### src/rtl/axi_stream_insert_header_if.sv
// Bus bundle for the header inserter: payload input channel, header side
// channel and the re-packed output channel.
//   valid_in/data_in/keep_in/last_in/ready_in          payload input
//   valid_insert/header_insert/keep_insert/
//   byte_insert_cnt/ready_insert                        header side channel
//   valid_out/data_out/keep_out/last_out/ready_out      packed output
// slave is the inserter's view; master is the source/sink view.
interface axi_stream_insert_header_if #(
    parameter int unsigned DATA_WD      = 32,
    parameter int unsigned DATA_BYTE_WD = DATA_WD / 8,
    parameter int unsigned BYTE_CNT_WD  = $clog2(DATA_BYTE_WD)
);
    logic                    valid_in;
    logic [DATA_WD-1:0]      data_in;
    logic [DATA_BYTE_WD-1:0] keep_in;
    logic                    last_in;
    logic                    ready_in;

    logic                    valid_out;
    logic [DATA_WD-1:0]      data_out;
    logic [DATA_BYTE_WD-1:0] keep_out;
    logic                    last_out;
    logic                    ready_out;

    logic                    valid_insert;
    logic [DATA_WD-1:0]      header_insert;
    logic [DATA_BYTE_WD-1:0] keep_insert;
    logic [BYTE_CNT_WD:0]    byte_insert_cnt;
    logic                    ready_insert;

    modport slave (
        input  valid_in, data_in, keep_in, last_in,
        output ready_in,
        output valid_out, data_out, keep_out, last_out,
        input  ready_out,
        input  valid_insert, header_insert, keep_insert, byte_insert_cnt,
        output ready_insert
    );

    modport master (
        output valid_in, data_in, keep_in, last_in,
        input  ready_in,
        input  valid_out, data_out, keep_out, last_out,
        output ready_out,
        output valid_insert, header_insert, keep_insert, byte_insert_cnt,
        input  ready_insert
    );
endinterface

### src/rtl/axi_stream_insert_header.sv
// Streaming header inserter. Captures one header per packet from the side
// channel, prepends its byte_insert_cnt bytes to the payload and re-packs the
// combined stream into dense MSB-first output beats.
// Ports:
//   clk    rising-edge clock
//   rst_n  asynchronous active-low reset
//   bus    slave view of axi_stream_insert_header_if (payload in, header in,
//          packed out). data/keep/last/valid out are registered; ready_in and
//          ready_insert are decoded from state and the output register.
module axi_stream_insert_header #(
    parameter int unsigned DATA_WD      = 32,
    parameter int unsigned DATA_BYTE_WD = DATA_WD / 8,
    parameter int unsigned BYTE_CNT_WD  = $clog2(DATA_BYTE_WD)
) (
    input  logic                     clk,
    input  logic                     rst_n,
    axi_stream_insert_header_if.slave bus
);
    localparam int unsigned W      = DATA_BYTE_WD;
    localparam int unsigned CNT_WD = BYTE_CNT_WD + 1;
    localparam int unsigned SUM_WD = BYTE_CNT_WD + 2;
    localparam int unsigned SH_WD  = $clog2(DATA_WD) + 1;

    typedef enum logic [1:0] {
        IDLE,
        DATA,
        FLUSH
    } state_e;

    state_e             state_q, state_d;
    logic [DATA_WD-1:0] r_q, r_d;
    logic [CNT_WD-1:0]  s_q, s_d;
    logic               valid_q, valid_d;
    logic [DATA_WD-1:0] data_q, data_d;
    logic [W-1:0]       keep_q, keep_d;
    logic               last_q, last_d;

    logic               out_ld;
    logic               in_fire;
    logic               hdr_fire;
    logic               ready_in_c;
    logic               ready_insert_c;
    logic [DATA_WD-1:0] din_m;
    logic [DATA_WD-1:0] hdr_al;
    logic [SUM_WD-1:0]  n_in;
    logic [SUM_WD-1:0]  tot;
    logic [SH_WD-1:0]   sh_s;
    logic [SH_WD-1:0]   sh_rem;
    logic [SH_WD-1:0]   sh_hdr;
    logic               unused_keep_insert;

    // Expand byte enables into a bit mask (keep bit i covers data bits 8i+7..8i).
    function automatic logic [DATA_WD-1:0] byte_mask(input logic [W-1:0] k);
        logic [DATA_WD-1:0] m;
        m = '0;
        for (int unsigned i = 0; i < W; i++) begin
            m[8*i +: 8] = {8{k[i]}};
        end
        return m;
    endfunction

    // MSB-aligned keep with k ones.
    function automatic logic [W-1:0] top_ones(input logic [SUM_WD-1:0] k);
        logic [W-1:0] t;
        t = '0;
        for (int unsigned i = 0; i < W; i++) begin
            t[W-1-i] = (SUM_WD'(i) < k);
        end
        return t;
    endfunction

    function automatic logic [SUM_WD-1:0] popcount(input logic [W-1:0] k);
        logic [SUM_WD-1:0] n;
        n = '0;
        for (int unsigned i = 0; i < W; i++) begin
            n = n + SUM_WD'(k[i]);
        end
        return n;
    endfunction

    // Handshake decode; the output register may load when empty or draining.
    assign out_ld         = !valid_q || bus.ready_out;
    assign ready_in_c     = (state_q == DATA) && out_ld;
    assign ready_insert_c = (state_q == IDLE) && rst_n;
    assign in_fire        = bus.valid_in && ready_in_c;
    assign hdr_fire       = bus.valid_insert && ready_insert_c;

    // Byte alignment: residual occupies the top S bytes, payload slides in below.
    assign din_m  = bus.data_in & byte_mask(bus.keep_in);
    assign n_in   = popcount(bus.keep_in);
    assign tot    = SUM_WD'(s_q) + n_in;
    assign sh_s   = SH_WD'(s_q) << 3;
    assign sh_rem = (SH_WD'(W) - SH_WD'(s_q)) << 3;
    assign sh_hdr = (SH_WD'(W) - SH_WD'(bus.byte_insert_cnt)) << 3;
    assign hdr_al = bus.header_insert << sh_hdr;

    // Header byte enables are informational; the count is authoritative.
    assign unused_keep_insert = ^bus.keep_insert;

    // State and datapath registers.
    always_ff @(posedge clk or negedge rst_n) begin
        if (!rst_n) begin
            state_q <= IDLE;
            r_q     <= '0;
            s_q     <= '0;
            valid_q <= 1'b0;
            data_q  <= '0;
            keep_q  <= '0;
            last_q  <= 1'b0;
        end else begin
            state_q <= state_d;
            r_q     <= r_d;
            s_q     <= s_d;
            valid_q <= valid_d;
            data_q  <= data_d;
            keep_q  <= keep_d;
            last_q  <= last_d;
        end
    end

    // Next-state and output-register load logic.
    always_comb begin
        state_d = state_q;
        r_d     = r_q;
        s_d     = s_q;
        valid_d = valid_q;
        data_d  = data_q;
        keep_d  = keep_q;
        last_d  = last_q;

        case (state_q)
            IDLE: begin
                if (out_ld) begin
                    valid_d = 1'b0;
                end
                if (hdr_fire) begin
                    r_d     = hdr_al;
                    s_d     = CNT_WD'(bus.byte_insert_cnt);
                    state_d = DATA;
                end
            end

            DATA: begin
                if (out_ld) begin
                    valid_d = 1'b0;
                end
                if (in_fire) begin
                    valid_d = 1'b1;
                    data_d  = r_q | (din_m >> sh_s);
                    if (!bus.last_in) begin
                        keep_d = '1;
                        last_d = 1'b0;
                        r_d    = din_m << sh_rem;
                    end else if (tot <= SUM_WD'(W)) begin
                        keep_d  = top_ones(tot);
                        last_d  = 1'b1;
                        r_d     = '0;
                        s_d     = '0;
                        state_d = IDLE;
                    end else begin
                        // Remainder spills into one extra beat.
                        keep_d  = '1;
                        last_d  = 1'b0;
                        r_d     = din_m << sh_rem;
                        s_d     = CNT_WD'(tot - SUM_WD'(W));
                        state_d = FLUSH;
                    end
                end
            end

            FLUSH: begin
                if (out_ld) begin
                    valid_d = 1'b1;
                    data_d  = r_q;
                    keep_d  = top_ones(SUM_WD'(s_q));
                    last_d  = 1'b1;
                    r_d     = '0;
                    s_d     = '0;
                    state_d = IDLE;
                end
            end

            default: begin
                state_d = IDLE;
            end
        endcase
    end

    assign bus.ready_in     = ready_in_c;
    assign bus.ready_insert = ready_insert_c;
    assign bus.valid_out    = valid_q;
    assign bus.data_out     = data_q;
    assign bus.keep_out     = keep_q;
    assign bus.last_out     = last_q;
endmodule

### src/flat_wrapper.sv
// flat-port wrapper written by rule: the top's interface ports become plain ports
module axi_stream_insert_header_flat 
#(
    parameter int unsigned DATA_WD      = 32,
    parameter int unsigned DATA_BYTE_WD = DATA_WD / 8,
    parameter int unsigned BYTE_CNT_WD  = $clog2(DATA_BYTE_WD)
)
  (clk, rst_n, bus_valid_in, bus_data_in, bus_keep_in, bus_last_in, bus_ready_in, bus_valid_out, bus_data_out, bus_keep_out, bus_last_out, bus_ready_out, bus_valid_insert, bus_header_insert, bus_keep_insert, bus_byte_insert_cnt, bus_ready_insert);
  axi_stream_insert_header_if #(.DATA_WD(DATA_WD), .DATA_BYTE_WD(DATA_BYTE_WD), .BYTE_CNT_WD(BYTE_CNT_WD)) bus_i ();
  input  logic clk;
  input  logic rst_n;
  input wire logic [$bits(bus_i.valid_in)-1:0] bus_valid_in;
  input wire logic [$bits(bus_i.data_in)-1:0] bus_data_in;
  input wire logic [$bits(bus_i.keep_in)-1:0] bus_keep_in;
  input wire logic [$bits(bus_i.last_in)-1:0] bus_last_in;
  output wire logic [$bits(bus_i.ready_in)-1:0] bus_ready_in;
  output wire logic [$bits(bus_i.valid_out)-1:0] bus_valid_out;
  output wire logic [$bits(bus_i.data_out)-1:0] bus_data_out;
  output wire logic [$bits(bus_i.keep_out)-1:0] bus_keep_out;
  output wire logic [$bits(bus_i.last_out)-1:0] bus_last_out;
  input wire logic [$bits(bus_i.ready_out)-1:0] bus_ready_out;
  input wire logic [$bits(bus_i.valid_insert)-1:0] bus_valid_insert;
  input wire logic [$bits(bus_i.header_insert)-1:0] bus_header_insert;
  input wire logic [$bits(bus_i.keep_insert)-1:0] bus_keep_insert;
  input wire logic [$bits(bus_i.byte_insert_cnt)-1:0] bus_byte_insert_cnt;
  output wire logic [$bits(bus_i.ready_insert)-1:0] bus_ready_insert;
  assign bus_i.valid_in = bus_valid_in;
  assign bus_i.data_in = bus_data_in;
  assign bus_i.keep_in = bus_keep_in;
  assign bus_i.last_in = bus_last_in;
  assign bus_ready_in = bus_i.ready_in;
  assign bus_valid_out = bus_i.valid_out;
  assign bus_data_out = bus_i.data_out;
  assign bus_keep_out = bus_i.keep_out;
  assign bus_last_out = bus_i.last_out;
  assign bus_i.ready_out = bus_ready_out;
  assign bus_i.valid_insert = bus_valid_insert;
  assign bus_i.header_insert = bus_header_insert;
  assign bus_i.keep_insert = bus_keep_insert;
  assign bus_i.byte_insert_cnt = bus_byte_insert_cnt;
  assign bus_ready_insert = bus_i.ready_insert;
  axi_stream_insert_header #(.DATA_WD(DATA_WD), .DATA_BYTE_WD(DATA_BYTE_WD), .BYTE_CNT_WD(BYTE_CNT_WD)) u_core (.clk(clk), .rst_n(rst_n), .bus(bus_i));
endmodule
### config.mk
export PLATFORM = sky130hd
export DESIGN_NAME = axi_stream_insert_header_flat
export DESIGN_NICKNAME = d
export VERILOG_FILES = /design/src/rtl/axi_stream_insert_header_if.sv /design/src/rtl/axi_stream_insert_header.sv /design/src/flat_wrapper.sv
export SDC_FILE = /design/constraint.sdc
export NUM_CORES = 1
export LEC_CHECK = 0
export CORE_MARGIN = 4
export CORE_UTILIZATION = 47
export DETAILED_ROUTE_END_ITERATION = 8
export PLACE_DENSITY = 0.87
export SYNTH_ARGS = -nofsm -noshare
export SYNTH_HDL_FRONTEND = slang
export SYNTH_SLANG_ARGS = --single-unit
### constraint.sdc
create_clock -name clk -period 3.4 [get_ports clk]
set_input_delay 1.02 -clock clk [delete_from_list [all_inputs] [get_ports clk]]
set_output_delay 1.02 -clock clk [all_outputs]
set_load 0.005 [all_outputs]
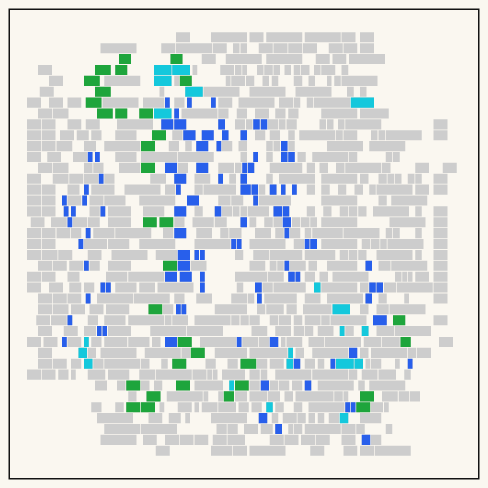
Run 1: gate families picked out
(4 px per µm)
Key: non-inverting ao/oa cells = green [cells 33, most used a32o_1]; nor cells = cyan [cells 20, most used nor4_2]; nand cells = blue [cells 100, most used nand2_1]
fin cells: 842
logic share of the area: 0.479
dominant logic cell type in the layout: clkdlybuf4s50_1

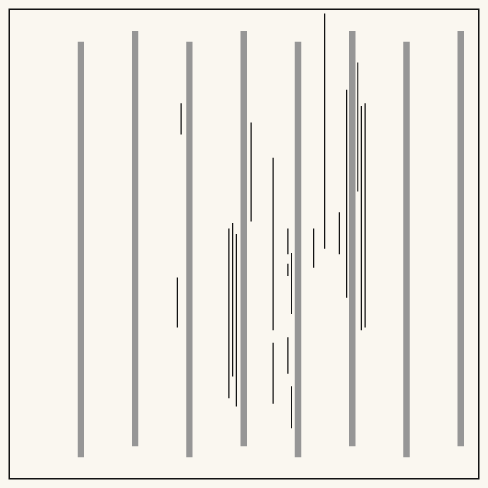
Run 1: the metal 4 layer
(4 px per µm) Supply wires on this layer in grey.
The longest straight run is 58.5 µm. The wires run mostly vertical.
DR vias: 5,645
Total Wirelength: 19,700 µm

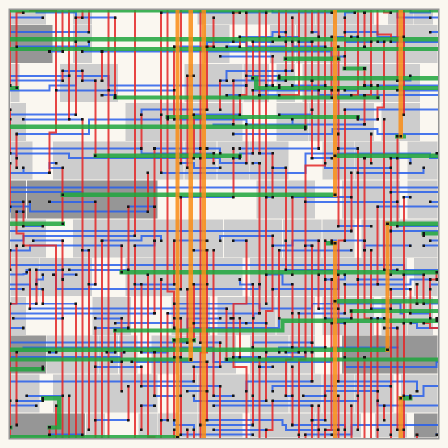
Run 1: close-up of the layout
Region (43, 20) to (73, 50) µm. Cells in grey, sequential cells in the stronger grey; small squares are vias.
Key: M3 = green; M2 = red; M1 = blue; M4 = orange
Most frequent: buf_4 (11), nand2_1 (4). Sequential cells in the window: 3. Netlist names of flops here include u_core.bus.data_out (2), u_core.bus.keep_out (1). 71 logic cells have their middle in the window.

==> job_summary.md, run 1 <==
### Metrics collected by this job

| Metric | Value |
|---|---|
| Min-Delay Path Depth | `1` |
| Clock transition at path regs | `roughly 60 ps` |
| Total track usage | `0.287` |
| Final core utilization | `0.645` |
| Hold path start | `u_core.bus.keep_out[2]` |
| Syn-to-layout area delta | `33.1%` |
| Finish-stage setup viols | `32` |
| Failing checks | `setup timing` |
| Largest net degree at the start of global routing | `76` |
| Status | `finished with violations` |
| Router iterations before antenna repair | `5` |
| Root Driver | `clkbuf_16` |
| I/O Buffers | `around 120` |
| Vias in the first global route | `5,454` |
| Die width | `117 µm` |
| Antenna-violating nets left | `0` |
| Net count reported at finish | `just under 800` |
| Pwr/cell area | `937 mW/mm²` |
| Vias per inst | `approximately 6.7` |
| Max_cap viols | `0` |
| Worst Path Arrival | `3800 ps` |
| CTS Buffer Depth | `2` |
| P_leak | `2.95 nW` |
| Final Hold Vio Count | `0` |
| Hold endpoint | `u_core.bus.keep_out[2]` |
| Ys flops | `roughly 75` |
| Crit path capture type | `flip-flop` |
| Total CTS buffers | `9` |
| Fin worst setup slack | `-183 ps` |
| Peak VDD IR | `0.460 mV` |
| Post-synth EDFFs | `0` |
| Top cells, area | `dfrtp_1 34%, mux2_2 7.9%, a31oi_1 4.5%` |
| Die Footprint | `0.0137 mm²` |
| Post-cts hold buffer count | `0` |
| Fin crit share | `1.05` |
| CP Class | `in -> reg` |
| Post-Syn Area | `0.00558 mm²` |
| Cell Type Count | `57` |
| CP Data Required Time | `approximately 3600 ps` |
| Clock sink total | `around 75` |
| Row count | `39` |
| Cell total in the yosys stat output | `595` |
| Tightest Pin Transition | `between 1000 and 1500 ps` |
| I/O pin total | `121` |
| Post-route DRC | `0` |
| Most frequent cell after synthesis | `dfrtp_1` |
| FF-to-FF Start | `u_core.s_q[0]` |
| Worst-Skew Late Latency | `330 ps` |
| Post-detailed-route wirelength per cell | `23.3 µm` |
| Worst relative slew slack | `0.243` |
| Reg2Reg Depth | `9` |
| Final min period | `3580 ps` |
| Setup crit start kind | `primary input` |
| Total power | `6.96 mW` |
| Post-synth top cells | `75 x dfrtp_1, 51 x nand2_1, 49 x a21oi_1, 40 x a31oi_1, 39 x mux2_2` |
| Die H | `roughly 120 µm` |
| Fmax | `279 MHz` |
| First-pass GRT wire length | `30,000 µm` |
| Seq/Total Area, Yosys | `0.336` |
| Syn Inst Count | `595` |
| Initial DRC Count | `611` |
| RSZ-0062 raised after global routing | `yes` |
| Yosys Chip Area | `~0.0056 mm²` |
| Hold/Removal Path Class | `reg -> reg` |
| Top cell area share | `0.336` |
| CP max FO | `9` |
| R2r setup slk | `400 ps` |
| Reg-to-reg critical path endpoint | `u_core.r_q[18]` |
| GPL Wtd Cong | `0.983` |
| Area of the core | `0.0115 mm²` |
| Gr ovfl total | `0` |
| Synth warn | `0` |
[run 1: cell type report]
| class | count | area [µm²] |
|---|---|---|
| Fill cell | 941 | 4090 |
| Multi-Input combinational cell | 437 | 3550 |
| Sequential cell | 75 | 1880 |
| Timing Repair Buffer | 151 | 1490 |
| Clock buffer | 10 | 229 |
| Tap cell | 143 | 179 |
| Inverter | 22 | 82.6 |
| Clock inverter | 4 | 20.0 |
[run 1: how the worst max path moves through the flow]
stage,from,end,cells after the start
global route,bus_keep_in[1],u_core.r_q[12],13
detailed placement,bus_keep_in[1],u_core.r_q[10],13
finish,bus_keep_in[1],u_core.r_q[18],11
global placement,bus_keep_in[0],u_core.r_q[15],13
floorplan,bus_keep_in[1],u_core.r_q[22],11
CTS,bus_keep_in[1],u_core.r_q[11],13
[run 1: layout by cell type, fill, tap and decap left out, types with 12 or more instances in the layout]
master / instances
nand3_1: 25
o211ai_1: 29
clkdlybuf4s50_1: 112
inv_1: 19
a21oi_1: 49
buf_4: 27
a31oi_1: 38
dfrtp_1: 74
o2bb2ai_1: 12
nand4b_1: 16
mux2_4: 15
o22ai_1: 12
o21ai_0: 15
mux2i_1: 18
nand2_1: 50
mux2_2: 24
[run 1: layer usage]
layer	GRT usage	vias up	part of all wire
met5	0	-	0
met4	0.0979	0	0.028
met3	0.0833	43	0.11
met2	0.437	334	0.45
met1	0.394	2750	0.41
li1	-	2518	-
[run 1: timing repair]
action,in CTS,in global routing
endpoints found under the setup margin,38,34
cloned,0,1
buffers inserted,0,1
gates resized,28,13
pin swaps,11,9
[run 1: through the flow]
step                hold slack (ps)  cells  setup slack (ps)  instance area [µm²]
floorplan                       474    595              -353                 5730
global placement                477    826              -931                 7010
detailed placement              485    826             -1040                 7010
CTS                             499    840              -223                 7320
global route                    512    842              -232                 7430
finish                          489    842              -183                 7430
[run 1: logic make-up after synthesis]
| family | synth area share |
|---|---|
| compound gates | 0.263 |
| buf+inv | 0.0722 |
| simple gates | 0.148 |
| fa+ha+maj | 0.0318 |
| mux | 0.143 |
| flops | 0.336 |
| xor+xnor | 0.00605 |
[run 1: critical path, cell delays in order]
cell	delay, ps
buf_8	100
ha_4	260
inv_2	30
fa_1	480
inv_2	50
ha_4	160
fa_2	420
or2_4	250
a221o_2	470
a32o_1	300
mux2_4	260
[run 1: where the power goes]
group / switching [mW] / leakage [nW] / internal, mW / total [mW]
Sequential: 0.257 / 0.924 / 1.31 / 1.57
Combinational: 2.47 / 1.90 / 2.09 / 4.56
Clock: 0.353 / 0.128 / 0.480 / 0.833
Total: 3.08 / 2.95 / 3.88 / 6.96
[run 1: flip-flops by register name, indices dropped and copies added (netlist names)]
| name | flops |
|---|---|
| u_core.bus.data_out | 32 |
| u_core.bus.keep_out | 4 |
| u_core.bus.last_out | 1 |
| u_core.bus.valid_out | 1 |
| u_core.r_q | 32 |
| u_core.s_q | 3 |
| u_core.state_q | 2 |
==> inputs of run 2 (changes only) <==
--- a/config.mk
+++ b/config.mk
@@ -8,7 +8,7 @@
 export CORE_MARGIN = 4
 export CORE_UTILIZATION = 47
 export DETAILED_ROUTE_END_ITERATION = 8
-export PLACE_DENSITY = 0.87
+export PLACE_DENSITY = 0.78
 export SYNTH_ARGS = -nofsm -noshare
 export SYNTH_HDL_FRONTEND = slang
 export SYNTH_SLANG_ARGS = --single-unit
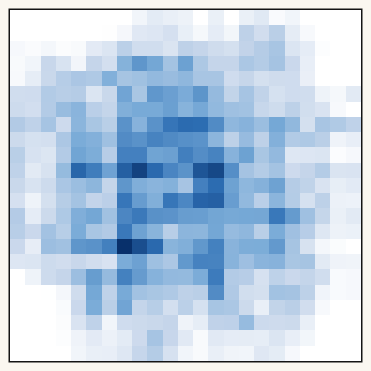
Run 2: wire density map
(3 px per µm) 23 x 23 tiles, from white (low) to dark blue (high), scaled to the fullest tile. Values are wire area over tile area, all layers added.
The fullest tile reaches 0.83. The mean over all tiles is 0.24. 17% of the tiles are over half the peak. 13% of the tiles are nearly empty.
Total Wirelength: 19,400 µm
DR vias: 5,582
post-detailed-route wirelength per cell: 23.0 µm
total track usage: 0.285

==> run 2 against run 1 <==
The flow still finishes with violations (setup timing). Setup slack improved by 20 ps. Sequential power about the same. Synthesized area unchanged. Routed wire length decreased by 1.1%. Non-clock buffer count increased by 3. Via count decreased by 1.1%. Clock skew increased by 2.2 ps. Maximum frequency increased by 0.57%. First-iteration DRC count decreased by 0.98%. Register-to-register slack improved by 20 ps. Core utilization increased by 0.62 points. Critical path type unchanged. Largest cell class unchanged. Highest routed layer unchanged.
==> job_summary.md, run 2 <==
### Metrics collected by this job

| Metric | Value |
|---|---|
| Peak VDD IR | `0.431 mV (was 0.460 mV)` |
| Cell total in the yosys stat output | `595 (unchanged)` |
| Antenna-violating nets left | `0 (unchanged)` |
| P_leak | `2.99 nW (was 2.95 nW)` |
| First-pass GRT wire length | `29,600 µm (was 30,000 µm)` |
| Initial DRC Count | `605 (was 611)` |
| Final Hold Vio Count | `0 (unchanged)` |
| Synth Area in Compound Gates | `0.263 (unchanged)` |
| Total CTS buffers | `9 (unchanged)` |
| Worst-Skew Late Latency | `340 ps (was 330 ps)` |
| Final min period | `3560 ps (was 3580 ps)` |
| Worst relative slew slack | `0.214 (was 0.243)` |
| Reg-to-reg critical path endpoint | `u_core.r_q[17] (was u_core.r_q[18])` |
| Crit path capture type | `flip-flop (unchanged)` |
| Failing checks | `setup timing (unchanged)` |
| Largest net degree at the start of global routing | `76 (unchanged)` |
| Post-Place Cells | `829 (was 826)` |
| Root Driver | `clkbuf_16 (unchanged)` |
| XOR/XNOR share of the synthesized area | `0.00605 (unchanged)` |
| Row count | `39 (unchanged)` |
| Worst Path Arrival | `3790 ps (was 3800 ps)` |
| Fin cells | `847 (was 842)` |
| Hold/Removal Path Class | `reg -> reg (unchanged)` |
| FF-to-FF Start | `u_core.s_q[0] (unchanged)` |
| Router iterations before antenna repair | `5 (unchanged)` |
| I/O Buffers | `116 (unchanged)` |
| Pwr/cell area | `964 mW/mm² (was 937 mW/mm²)` |
| Status | `finished with violations (unchanged)` |
| Net count reported at finish | `793 (was 790)` |
| Post-route DRC | `0 (unchanged)` |
| Finish-stage setup viols | `30 (was 32)` |
| Pre-CTS WS | `-954 ps (was -1040 ps)` |
| Post-synthesis adder-cell area fraction | `0.0318 (unchanged)` |
| Fin worst setup slack | `-163 ps (was -183 ps)` |
| Gr ovfl total | `0 (unchanged)` |
| Post-synth EDFFs | `0 (unchanged)` |
| RSZ-0062 raised after global routing | `yes (unchanged)` |
| Max_cap viols | `0 (unchanged)` |
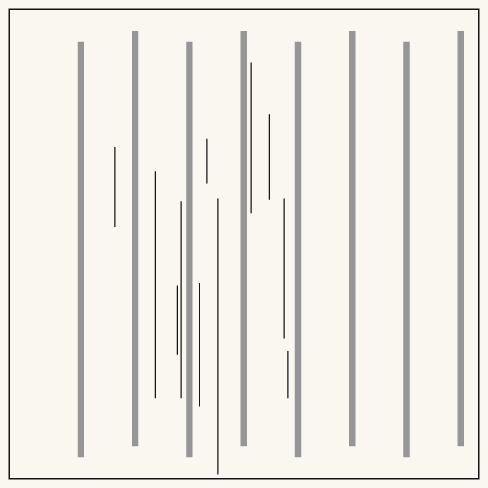
Run 2: the metal 4 layer
(4 px per µm) Supply wires on this layer in grey.
The layer carries 357 µm of wire. The layer holds 1.8% of the routed length. The longest straight run is 68.7 µm. 10 nets have wire on it. The wires run mostly vertical.

==> run 2: cell counts after synthesis <==
No cell type changed its count.
==> run 2: logic make-up after synthesis <==
| kind of cell | count (synthesis) |
|---|---|
| AND-OR/OR-AND | 208 |
| flip-flops | 75 |
| multiplexers | 65 |
| AND/OR/NAND/NOR | 148 |
| adder cells (fa/ha/maj) | 13 |
| buffers and inverters | 83 |
| XOR/XNOR | 3 |
==> run 2: worst max path at each step <==
stage                           to  slack (ps)  depth (start not counted)           start
finish              u_core.r_q[17]        -160                         11  bus_keep_in[1]
floorplan           u_core.r_q[22]        -350                         11  bus_keep_in[1]
CTS                 u_core.r_q[11]        -180                         13  bus_keep_in[1]
detailed placement  u_core.r_q[18]        -950                         11  bus_keep_in[0]
global placement    u_core.r_q[18]        -920                         11  bus_keep_in[0]
global route        u_core.r_q[11]        -220                         13  bus_keep_in[1]
==> run 2: cell type report <==
type | instances | area (µm²) | share of cell area
clock inverter | 6 | 97.6 | 0.0130
inverter | 22 | 82.6 | 0.0110
timing repair buffer | 154 | 1510 | 0.201
tap | 143 | 179 | 0.0239
multi-input combinational | 437 | 3520 | 0.470
clock buffer | 10 | 229 | 0.0305
sequential | 75 | 1880 | 0.250
==> run 2: report_power, final <==
part           switching (mW)  internal (mW)
clock                   0.414          0.654
sequential              0.257           1.31
combinational            2.47           2.13
==> run 2: worst max-delay path, cell delays in order <==
cell,delay (ps)
buf_8,100
ha_4,250
inv_2,30
fa_1,490
inv_2,50
ha_4,150
fa_2,440
or2_4,250
a221o_2,460
a32o_1,300
mux2_4,250
==> run 2: layer usage <==
layer	track usage	up-vias	part of all wire
li1	-	2521	-
met4	0.0726	0	0.018
met2	0.430	331	0.45
met1	0.405	2707	0.43
met3	0.0833	23	0.10
met5	0	-	0
==> run 2: timing repair <==
action	CTS	global route
endpoints found under the setup margin	39	34
gates cloned	1	0
pin swaps	15	5
endpoints found under the hold margin	0	0
setup buffers	1	0
gates resized	27	10
==> run 2: per-stage QoR <==
stage / TNS (ps) / cell area (µm²) / total power [mW] / hold WS (ps)
after CTS: -3500 / 7450 / 7.10 / 495
after detailed placement: -33140 / 7030 / 5.86 / 481
after global placement: -30970 / 7030 / 5.76 / 478
after global routing: -4970 / 7500 / 7.64 / 523
after floorplan: -6330 / 5730 / 4.37 / 474
final: -2830 / 7500 / 7.23 / 494
==> inputs of run 3 (changes only) <==
--- a/config.mk
+++ b/config.mk
@@ -8,7 +8,7 @@
 export CORE_MARGIN = 4
 export CORE_UTILIZATION = 47
 export DETAILED_ROUTE_END_ITERATION = 8
-export PLACE_DENSITY = 0.78
+export PLACE_DENSITY_LB_ADDON = 0.08
 export SYNTH_ARGS = -nofsm -noshare
 export SYNTH_HDL_FRONTEND = slang
 export SYNTH_SLANG_ARGS = --single-unit
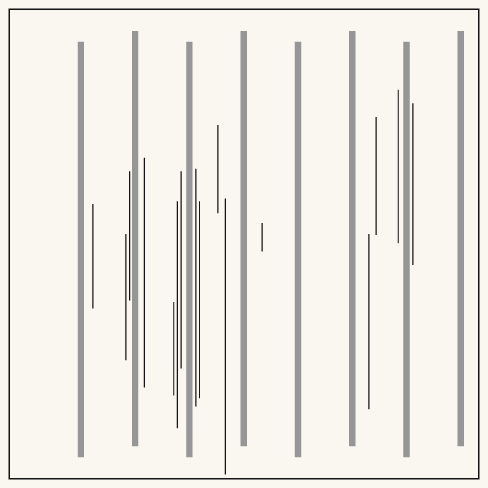
Run 3: the metal 4 layer
(4 px per µm) Supply wires on this layer in grey.
Total Wirelength: 19,800 µm
DR vias: 5,557

==> run 3 against run 2 <==
The flow still finishes with violations (setup timing). Maximum frequency grew 0.99%. First-iteration DRC count rose by 16%. Critical path type unchanged. Register-to-register slack better by 40 ps. Setup slack improved by 35 ps. Non-clock buffer count is 2 higher. Largest power group unchanged. Global-route usage up 0.97 points. Clock power shrank 7%. Synthesized cell count unchanged. Flip-flop count unchanged.
==> job_summary.md, run 3 <==
### Metrics collected by this job

| Metric | Value |
|---|---|
| Status | `finished with violations (unchanged)` |
| Failing checks | `setup timing (unchanged)` |
| Post-route DRC | `0 (unchanged)` |
| Fin worst setup slack | `-128 ps (was -163 ps)` |
| Clock sink total | `75 (unchanged)` |
| CP max FO | `8 (was 9)` |
| Synth warn | `0 (unchanged)` |
| Post-Place Cells | `830 (was 829)` |
| Seq/Total Area, Yosys | `0.336 (unchanged)` |
| Gr ovfl total | `0 (unchanged)` |
| Flop pwr share | `0.218 (was 0.217)` |
| Net Sw Frac | `0.438 (was 0.434)` |
| Final min period | `3530 ps (was 3560 ps)` |
| Max_cap viols | `0 (unchanged)` |
| Worst-Skew Late Latency | `350 ps (was 340 ps)` |
| Clock power frac | `0.140 (was 0.148)` |
| Post-DP Area | `0.00703 mm² (about the same)` |
| Largest net degree at the start of global routing | `76 (unchanged)` |
| Fin crit share | `1.04 (was 1.05)` |
| Router iterations before antenna repair | `5 (unchanged)` |
| Die Footprint | `0.0137 mm² (unchanged)` |
| Combinational fraction of design power | `0.643 (was 0.636)` |
| Net count reported at finish | `796 (was 793)` |
| RSZ-0062 raised after global routing | `yes (unchanged)` |
| Fmax | `283 MHz (was 281 MHz)` |
| Hold WS | `499 ps (was 494 ps)` |
| Top cells, area | `dfrtp_1 34%, mux2_2 7.9%, a31oi_1 4.5% (unchanged)` |
| Vias per inst | `6.54 (was 6.59)` |
| First-pass GRT wire length | `30,400 µm (was 29,600 µm)` |
| Final Hold Vio Count | `0 (unchanged)` |
| Crit path capture type | `flip-flop (unchanged)` |
| FF/Latch Area | `0.00188 mm² (unchanged)` |
| Critical path, cell by cell | `buf_8, ha_4, inv_2, fa_1, inv_2, ha_4, fa_2, or2_4, buf_6, a221oi_4, buf_6, o32ai_4, mux2_4 (was buf_8, ha_4, inv_2, fa_1, inv_2, ha_4, fa_2, or2_4, a221o_2, a32o_1, mux2_4)` |
| Top Layout Cells | `112 x clkdlybuf4s50_1, 74 x dfrtp_1, 51 x nand2_1 (unchanged)` |
| Max incr delay on CP | `480 ps (was 490 ps)` |
| Post-synth EDFFs | `0 (unchanged)` |
| Root Driver | `clkbuf_16 (unchanged)` |
| Syn-to-layout area delta | `34.0% (was 34.3%)` |
| CP Data Required Time | `3630 ps (about the same)` |
| Post-synth net total | `689 (unchanged)` |
| Finish-stage setup viols | `28 (was 30)` |
| CP Class | `in -> reg (unchanged)` |
| Syn Inst Count | `595 (unchanged)` |
| GPL Wtd Cong | `0.928 (was 0.983)` |
| Net Switching | `3.11 mW (was 3.14 mW)` |
| Tightest Pin Transition | `951 ps (was 1170 ps)` |
| Worst Path Arrival | `3760 ps (was 3790 ps)` |
| # H-tree levels | `3 (unchanged)` |
| Die H | `117 µm (unchanged)` |
| Synth area leader | `dfrtp_1 (unchanged)` |
| Cell Type Count | `57 (unchanged)` |
| Hold/Removal Path Class | `reg -> reg (unchanged)` |
| Comb area | `0.00354 mm² (was 0.00352 mm²)` |
| Pre-CTS WS | `-1000 ps (was -954 ps)` |
| Total CTS buffers | `9 (unchanged)` |
| Initial DRC Count | `702 (was 605)` |
| Cell total in the yosys stat output | `595 (unchanged)` |
| Top cell area share | `0.336 (unchanged)` |
| CP max-delay cell | `fa_1 (unchanged)` |
| P_leak | `2.98 nW (was 2.99 nW)` |
| Yosys Chip Area | `0.00558 mm² (unchanged)` |
| CTS Buffer Depth | `2 (unchanged)` |
| I/O Buffers | `116 (unchanged)` |
| Dominant logic cell type in the layout | `clkdlybuf4s50_1 (unchanged)` |
| Clock transition at path regs | `60 ps (was 70 ps)` |
| Antenna-violating nets left | `0 (unchanged)` |
| Die width | `117 µm (unchanged)` |
| Total power | `7.10 mW (was 7.23 mW)` |
| I/O pin total | `121 (unchanged)` |
| Post-Route Setup TNS | `-2370 ps (was -2830 ps)` |
| Fin cells | `850 (was 847)` |
| Area of the core | `0.0115 mm² (unchanged)` |
| Fillers | `975 (was 927)` |
| Row count | `39 (unchanged)` |
| Pwr/cell area | `949 mW/mm² (was 964 mW/mm²)` |
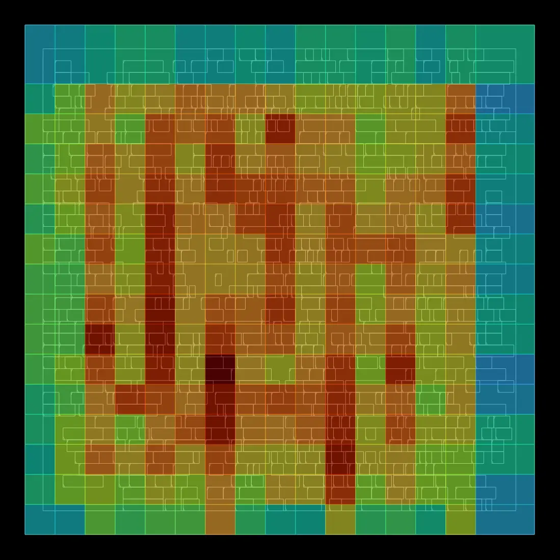
Run 3: routing congestion
GRT met2 Usage: 0.427
total track usage: 0.295
post-detailed-route wirelength per cell: 23.3 µm
GRT met1 Usage: 0.422
final core utilization: 0.650

[run 3: cell types whose count changed in the layout (fill, tap and decap cells not counted), sizes merged]
cell / previous run / this run
a221o: 9 / 10
bufinv: 2 / 1
buf: 41 / 43
clkbuf: 10 / 11
inv: 24 / 22
clkinvlp: 0 / 2
[run 3: path summary, 6_finish.rpt]
kind                                        start                     end  slack, ps  depth (start not counted)
max                                bus_keep_in[1]           u_core.r_q[9]       -130                         13
min                        u_core.bus.keep_out[2]  u_core.bus.keep_out[2]        500                          1
max reg2reg                         u_core.s_q[0]           u_core.r_q[9]        460                         11
min reg2reg                u_core.bus.keep_out[2]  u_core.bus.keep_out[2]        500                          1
max in group asynchronous                   rst_n           u_core.s_q[0]       1810                          2
min in group asynchronous                   rst_n       u_core.state_q[0]        930                          2
[run 3: layout make-up]
cell class / instances / area share
Multi-Input combinational cell: 438 / 0.474
Tap cell: 143 / 0.0239
Timing Repair Buffer: 156 / 0.199
Inverter: 22 / 0.0110
Sequential cell: 75 / 0.251
Clock buffer: 11 / 0.0325
Clock inverter: 5 / 0.00836
[run 3: cells by family (layout without fill, tap and decap cells)]
group                    count (synthesis)  count (layout)  synth area share
flip-flops                              75              75             0.336
XOR/XNOR                                 3               3           0.00605
adder cells (fa/ha/maj)                 13              13            0.0318
AND-OR/OR-AND                          208             209             0.263
buffers and inverters                   83             194            0.0722
multiplexers                            65              65             0.143
AND/OR/NAND/NOR                        148             148             0.148
[run 3: critical path, delay by kind of cell]
family / cells / cell delay [ps]
simple gates: 1 / 270
buf+inv: 5 / 500
compound gates: 2 / 370
fa+ha+maj: 4 / 1300
mux: 1 / 280
[run 3: what timing repair did]
item                                    4_1_cts  5_1_grt
endpoints found under the setup margin       38       34
gates cloned                                  1        0
endpoints found under the hold margin         0        0
hold buffers                                  0        0
pin swaps                                    12       11
buffers inserted                              3        0
resized                                      27       10
[run 3: routing by layer]
layer	vias to the layer above	wire length, µm	global-route usage
met1	2691	8580	0.422
met3	38	2060	0.0776
met2	300	8530	0.427
li1	2528	-	-
met4	0	631	0.115
met5	-	0	0
[run 3: power groups by stage]
stage	Combinational [mW]	Clock, mW	Sequential [mW]
after CTS	4.45	0.997	1.54
after floorplan	2.85	0	1.52
after global routing	4.90	1.05	1.59
after detailed placement	4.23	0	1.55
final	4.56	0.991	1.55
after global placement	4.14	0	1.54
No activity file was given, so power comes from the tool's default toggle rates.
